`src/rtl/sc_screen_bank.sv`:
```
// Screen bank for the LED matrix: stored bitmaps, row-wise load into a
// display buffer, and a blinking row scanner for the matrix driver.
module sc_screen_bank #(
  parameter int ROW_WIDTH   = 8,
  parameter int NUM_ROWS    = 8,
  parameter int NUM_SCREENS = 4,
  parameter int SEL_W       = (NUM_SCREENS > 1) ? $clog2(NUM_SCREENS) : 1,
  parameter logic [NUM_SCREENS*NUM_ROWS*ROW_WIDTH-1:0] SCREEN_DATA = {
    64'hFFFF_FFFF_FFFF_FFFF,
    64'h0024_2424_0042_3C00,
    64'h0024_2424_003C_4200,
    64'h0000_0000_0000_0000
  },
  parameter int SCAN_DIV    = 50000,
  parameter int BLINK_DIV   = 25000000
) (
  input  logic                          SC_ScreenBank_CLOCK_50,
  input  logic                          SC_ScreenBank_RESET_InHigh,
  input  logic [SEL_W-1:0]              SC_ScreenBank_Select_In,
  input  logic                          SC_ScreenBank_Load_InLow,
  input  logic                          SC_ScreenBank_Clear_InLow,
  input  logic                          SC_ScreenBank_BlinkEnable_InHigh,
  output logic                          SC_ScreenBank_Busy_OutHigh,
  output logic                          SC_ScreenBank_Done_OutHigh,
  output logic [SEL_W-1:0]              SC_ScreenBank_Active_Out,
  output logic [NUM_ROWS*ROW_WIDTH-1:0] SC_ScreenBank_Screen_Out,
  output logic [ROW_WIDTH-1:0]          SC_ScreenBank_Row_Out,
  output logic [NUM_ROWS-1:0]           SC_ScreenBank_RowSel_Out
);

  localparam int BUF_W = NUM_ROWS * ROW_WIDTH;
  localparam int RCW = (NUM_ROWS > 1) ? $clog2(NUM_ROWS) : 1;
  localparam int SCW = (SCAN_DIV > 1) ? $clog2(SCAN_DIV) : 1;
  localparam int BCW = (BLINK_DIV > 1) ? $clog2(BLINK_DIV) : 1;
  localparam logic [RCW-1:0] ROW_LAST = RCW'(NUM_ROWS - 1);
  localparam logic [SCW-1:0] SCAN_LAST = SCW'(SCAN_DIV - 1);
  localparam logic [BCW-1:0] BLINK_LAST = BCW'(BLINK_DIV - 1);

  typedef enum logic [1:0] {
    S_IDLE,
    S_LOAD,
    S_DONE
  } state_t;

  state_t               state_q, state_d;
  logic [BUF_W-1:0]     buf_q, buf_d;
  logic [RCW-1:0]       row_q, row_d;
  logic [SEL_W-1:0]     cap_q, cap_d;
  logic [SEL_W-1:0]     act_q, act_d;
  logic                 ld_prev_q, ld_prev_d;
  logic [SCW-1:0]       scnt_q, scnt_d;
  logic [RCW-1:0]       idx_q, idx_d;
  logic [BCW-1:0]       bcnt_q, bcnt_d;
  logic                 phase_q, phase_d;
  logic [ROW_WIDTH-1:0] rout_q, rout_d;

  logic                 req;
  logic                 clr;
  logic [ROW_WIDTH-1:0] pat_row;

  assign req = ld_prev_q & ~SC_ScreenBank_Load_InLow;
  assign clr = ~SC_ScreenBank_Clear_InLow;

  // Pattern row for the captured screen; unknown screens read as blank.
  always_comb begin
    pat_row = '0;
    if (int'(cap_q) < NUM_SCREENS)
      pat_row = SCREEN_DATA[(int'(cap_q)*NUM_ROWS + int'(row_q))*ROW_WIDTH +: ROW_WIDTH];
  end

  // Load FSM: clear wins over everything, then idle/load/done sequencing.
  always_comb begin
    state_d = state_q;
    buf_d   = buf_q;
    row_d   = row_q;
    cap_d   = cap_q;
    act_d   = act_q;
    ld_prev_d = SC_ScreenBank_Load_InLow;
    if (clr) begin
      state_d = S_IDLE;
      buf_d   = '0;
    end else begin
      unique case (state_q)
        S_IDLE: begin
          if (req) begin
            state_d = S_LOAD;
            cap_d   = SC_ScreenBank_Select_In;
            row_d   = '0;
          end
        end
        S_LOAD: begin
          buf_d[int'(row_q)*ROW_WIDTH +: ROW_WIDTH] = pat_row;
          if (row_q == ROW_LAST) state_d = S_DONE;
          else row_d = row_q + 1'b1;
        end
        S_DONE: begin
          act_d   = cap_q;
          state_d = S_IDLE;
        end
        default: state_d = S_IDLE;
      endcase
    end
  end

  // Row scanner, blink phase and registered row output.
  always_comb begin
    scnt_d = scnt_q + 1'b1;
    idx_d  = idx_q;
    if (scnt_q == SCAN_LAST) begin
      scnt_d = '0;
      idx_d  = (idx_q == ROW_LAST) ? '0 : idx_q + 1'b1;
    end
    bcnt_d  = bcnt_q + 1'b1;
    phase_d = phase_q;
    if (!SC_ScreenBank_BlinkEnable_InHigh) begin
      bcnt_d  = '0;
      phase_d = 1'b1;
    end else if (bcnt_q == BLINK_LAST) begin
      bcnt_d  = '0;
      phase_d = ~phase_q;
    end
    rout_d = phase_q ? buf_q[int'(idx_q)*ROW_WIDTH +: ROW_WIDTH] : '0;
  end

  // State registers with synchronous reset.
  always_ff @(posedge SC_ScreenBank_CLOCK_50) begin
    if (SC_ScreenBank_RESET_InHigh) begin
      state_q   <= S_IDLE;
      buf_q     <= '0;
      row_q     <= '0;
      cap_q     <= '0;
      act_q     <= '0;
      ld_prev_q <= 1'b1;
      scnt_q    <= '0;
      idx_q     <= '0;
      bcnt_q    <= '0;
      phase_q   <= 1'b1;
      rout_q    <= '0;
    end else begin
      state_q   <= state_d;
      buf_q     <= buf_d;
      row_q     <= row_d;
      cap_q     <= cap_d;
      act_q     <= act_d;
      ld_prev_q <= ld_prev_d;
      scnt_q    <= scnt_d;
      idx_q     <= idx_d;
      bcnt_q    <= bcnt_d;
      phase_q   <= phase_d;
      rout_q    <= rout_d;
    end
  end

  assign SC_ScreenBank_Busy_OutHigh = (state_q == S_LOAD);
  assign SC_ScreenBank_Done_OutHigh = (state_q == S_DONE);
  assign SC_ScreenBank_Active_Out   = act_q;
  assign SC_ScreenBank_Screen_Out   = buf_q;
  assign SC_ScreenBank_Row_Out      = rout_q;
  assign SC_ScreenBank_RowSel_Out   = NUM_ROWS'(1) << idx_q;

endmodule

```
`config.mk`:
```
export PLATFORM = sky130hd
export DESIGN_NAME = sc_screen_bank
export DESIGN_NICKNAME = d
export VERILOG_FILES = /design/src/rtl/sc_screen_bank.sv
export SDC_FILE = /design/constraint.sdc
export NUM_CORES = 1
export LEC_CHECK = 0
export CORE_ASPECT_RATIO = 1.1
export CORE_UTILIZATION = 45
export CTS_CLUSTER_DIAMETER = 30
export DETAILED_ROUTE_END_ITERATION = 12
export PLACE_DENSITY = 0.71
export SYNTH_ARGS = -nofsm -noshare
export SYNTH_HDL_FRONTEND = slang
export SYNTH_SLANG_ARGS = --single-unit
```
`constraint.sdc`:
```
create_clock -name SC_ScreenBank_CLOCK_50 -period 3.21 [get_ports SC_ScreenBank_CLOCK_50]
set_clock_uncertainty 0.15 [all_clocks]
set_input_delay 0.321 -clock SC_ScreenBank_CLOCK_50 [delete_from_list [all_inputs] [get_ports SC_ScreenBank_CLOCK_50]]
set_output_delay 0.321 -clock SC_ScreenBank_CLOCK_50 [all_outputs]
set_load 0.05 [all_outputs]
```
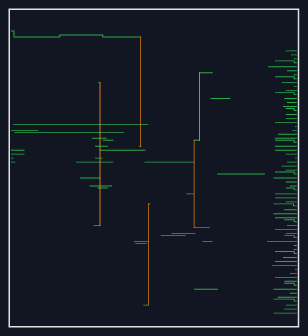
(routed metal, one color a layer)
Two of the layers only.
orange -> metal 4  # wire length 174 um
green -> metal 3  # wire length 623 um
GRT Overall Usage: 20.4%
routed wire length: 10500 um
detail-routed net length per standard cell: 15.3 um

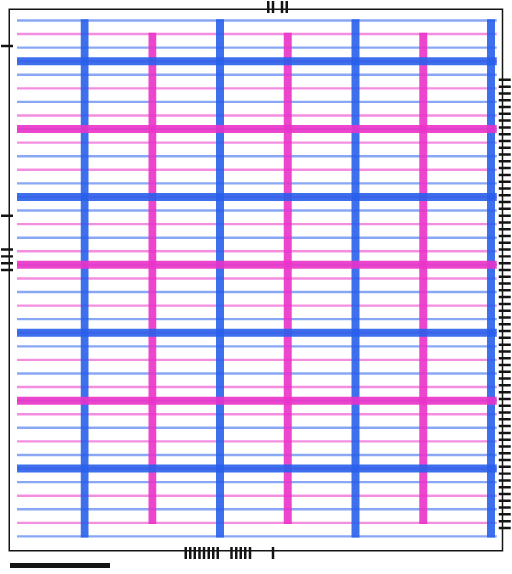
(PDN straps and rails)
Scale bar: 20 um. Pins as bars on the die edge.
blue -> VSS
magenta -> VDD
met1 rails = 39
signal pins = 91
met4 straps = 7
Die H: 108 um
Die Width: 98.5 um
core box area: 9940 um^2
worst vdd ir: 219 uV

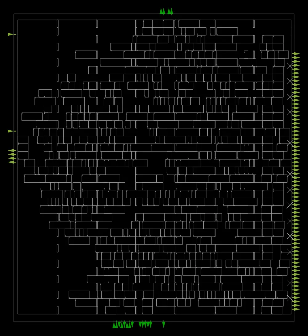
(placed standard cells)
post-layout util: 55.5%
Final Non-Filler Cells: 686

==> results_dict.tcl <==
# metrics dict for downstream scripts
set metrics [dict create \
    whs_path_depth 1 \
    synth-edff-count 0 \
    num_antenna_cells 0 \
    final_common_cell "dfxtp_1" \
    top_area_cell_class "logic gates" \
    violations "DRC" \
    firstDrtPassIters 12 \
    drv_slew 0 \
    root_buffer "clkbuf_8" \
    sh_comb_area_pct 42.9 \
    logic_gate_count 352 \
    largest_reg_flops 32 \
    crit_chain "ha_1 -> ha_1 -> clkdlybuf4s50_1" \
    io_buffers 90 \
    synth.distinct_cells 48 \
    reg2reg_slack_ns 0.36 \
    cp-endpoint "SC_ScreenBank_RowSel_Out[7]" \
    syn_inst 514 \
    bufAreaShareNonClock_pct 17.0 \
    antenna_left 0 \
    ios 91 \
    cts_buffers 9 \
    reg2reg_from "row_q[0]$_SDFFE_PP0P_" \
    synthesis.nets 535 \
    hold_class "reg -> reg" \
    grt_pass1_vias 3451 \
    n_clock_buffer 9 \
    tightest_slew_ns 0.775 \
    max_stage_delay_ns 0.82 \
    setup_viol 0 \
    setup_slack_ns 0.363 \
    worstSetupStartpointType "flop" \
    simple_gate_share_pct 26.2 \
    dieArea_um2 10700 \
    min_from "bcnt_q[0]$_SDFF_PP0_" \
    slew_headroom_pct 48.2 \
    async_flop_share_pct 0 \
    fp_util_pct 46.4 \
    clkCellAreaFrac_pct 3.47 \
    log.warning_count 33 \
    power_density_nw_per_um2 359 \
    cts_hold_buffers 0 \
    synth-compound-area-share_pct 9.25 \
    rsz0062_at_grt "no" \
    whs_ns 0.327 \
    antenna_found_initial 0 \
    cts_tree "built" \
    fin_setup_tns_ns 0 \
    final_area_um2 5510 \
    topCombFamilyByArea "simple AND/OR/NAND/NOR gates" \
    seq_cell_count 91 \
    dp_hpwl_um 7880 \
    globalplace.congestion 0.855 \
    p_leak_nw 1.78 \
    synth_area_um2 4610 \
    yosys_area_um2 4610 \
    tap_cells 120 \
    dp_slack_ns 0.396 \
    worstPathMaxFanout 13 \
    fin_crit_sh_pct 88.7 \
    syn_avg_cell_area_um2 8.97 \
    path_depth 3 \
    fin_nets 582 \
    clock-sinks 91 \
    place_inst 670 \
    seq_area_frac_synth_pct 39.5 \
    critPathSlowestCell "clkdlybuf4s50_1" \
    critPathRequiredTime_ns 2.74 \
    grt-ovfl-total 0 \
    setup.worst_path.end_class "output pin" \
    routed_via_density 5.49 \
    postCtsSetupBuffers 0 \
    drtIter0Drc 179 \
    min_period_ns 2.85 \
    synth.cellmix.adderShare_pct 3.80 \
    ys_warn_count 0 \
    ys.flop_type "dfxtp_1" \
    clk_latency_ns 0.36 \
    cp_num_buf_inv 1 \
    drv_cap 0 \
    critPathLaunch "idx_q[0]$_SDFFE_PP0P_" \
    grt_max_degree 19 \
    outcome "complete, but fails checks" \
    yosys_cells 514 \
    total_power_mw 1.98 \
    final_cell_mix "91 x dfxtp_1, 90 x clkdlybuf4s50_1, 65 x nor2_1, 34 x nand2_1, 28 x a21oi_1" \
    cts_resized 0 \
    fmax_mhz 351 \
    hold_viol_final 0 \
    seqCellArea_um2 1820 \
    vias 3768 \
    clk_path_buf_depth 2 \
    cts.clk_slew.worst_paths_ns 0.09 \
    sh_seq_area_pct 33.0 \
    cpLargestDelayFamily "buffers and inverters" \
    grt_pass1_wl_um 17200 \
    r2r_cells 7 \
    crit_type "reg -> out" \
    nFillCells 901 \
    nNonClkBuffers 95 \
    htreeDepth 3 \
    arrival_ns 2.38 \
    worstReg2RegEnd "SC_ScreenBank_Screen_Out[39]$_SDFFE_PP0P_" \
    cpMostUsedCell "ha_1" \
    syn_to_final_growth_pct 19.5 \
    xor_area_share_pct 4.94 \
    synth_flops 91 \
    nNonClkInverters 12 \
    final_layout_size_suffix_gt1_share_pct 6.54 \
    drcViolationCount 13 \
    mi_logic_area_um2 2370 \
    worstHoldEndpoint "bcnt_q[0]$_SDFF_PP0_" \
    rows 38 \
    post_dp_cell_area_um2 5320 \
    ys_sh_mux_pct 7.16 \
]
-- routing by layer --
| layer | part of all wire, % | up-vias | routed length [um] | global-route usage, % |
|---|---|---|---|---|
| met1 | 43 | 1764 | 4540 | 24.6 |
| met4 | 1.7 | 0 | 174 | 8.21 |
| met2 | 49 | 121 | 5190 | 36.8 |
| li1 | - | 1870 | - | - |
| met5 | 0 | - | 0 | 0 |
| met3 | 5.9 | 13 | 623 | 2.71 |
-- Yosys cell counts, types with 2 or more instances --
cell type  number  area, um^2
mux4_2          8         180
inv_1          12        45.0
mux2i_1        15         150
buf_4          37         278
or2_2           2        12.5
or4_1          14         105
nor3b_1         3        22.5
and4_1          5        43.8
or4b_1          2        20.0
buf_2           2        10.0
nor4_1          5        31.3
o2111ai_1       2        17.5
nand4bb_1       2        22.5
o31ai_1         9        67.6
nand4_1         8        50.1
and3_1          7        43.8
nor2_1         65         244
or3_1           3        18.8
o21a_1          2        15.0
nand2_1        34         128
buf_6           2        22.5
clkbuf_1       16        60.1
nand3_1        27         135
a211oi_1       14         105
dfxtp_1        91        1820
nand4b_1        2        17.5
ha_1           14         175
o21ai_0         6        30.0
xnor2_1        13         114
nor3_1          6        30.0
a21oi_1        28         140
nor4b_2         3        45.0
nand2b_1       10        62.6
xor2_1         13         114
nand3b_1        3        22.5
and2_1          6        37.5
nor2b_1        12        75.1
-- power by group --
| group | internal (mW) | switching (mW) |
|---|---|---|
| Combinational | 0.0247 | 0.0412 |
| Clock | 0.359 | 0.409 |
| Sequential | 1.13 | 0.00877 |
-- worst register-to-register path, cell delays in order, from the launching register on --
cell	delay (ns)
dfxtp_1	0.55
inv_1	0.11
ha_1	0.22
ha_1	0.25
or4b_1	0.57
nor4b_2	0.57
mux2i_1	0.26
nor2_1	0.05
Power figures rest on the tool's default switching activity, not on a simulated workload.
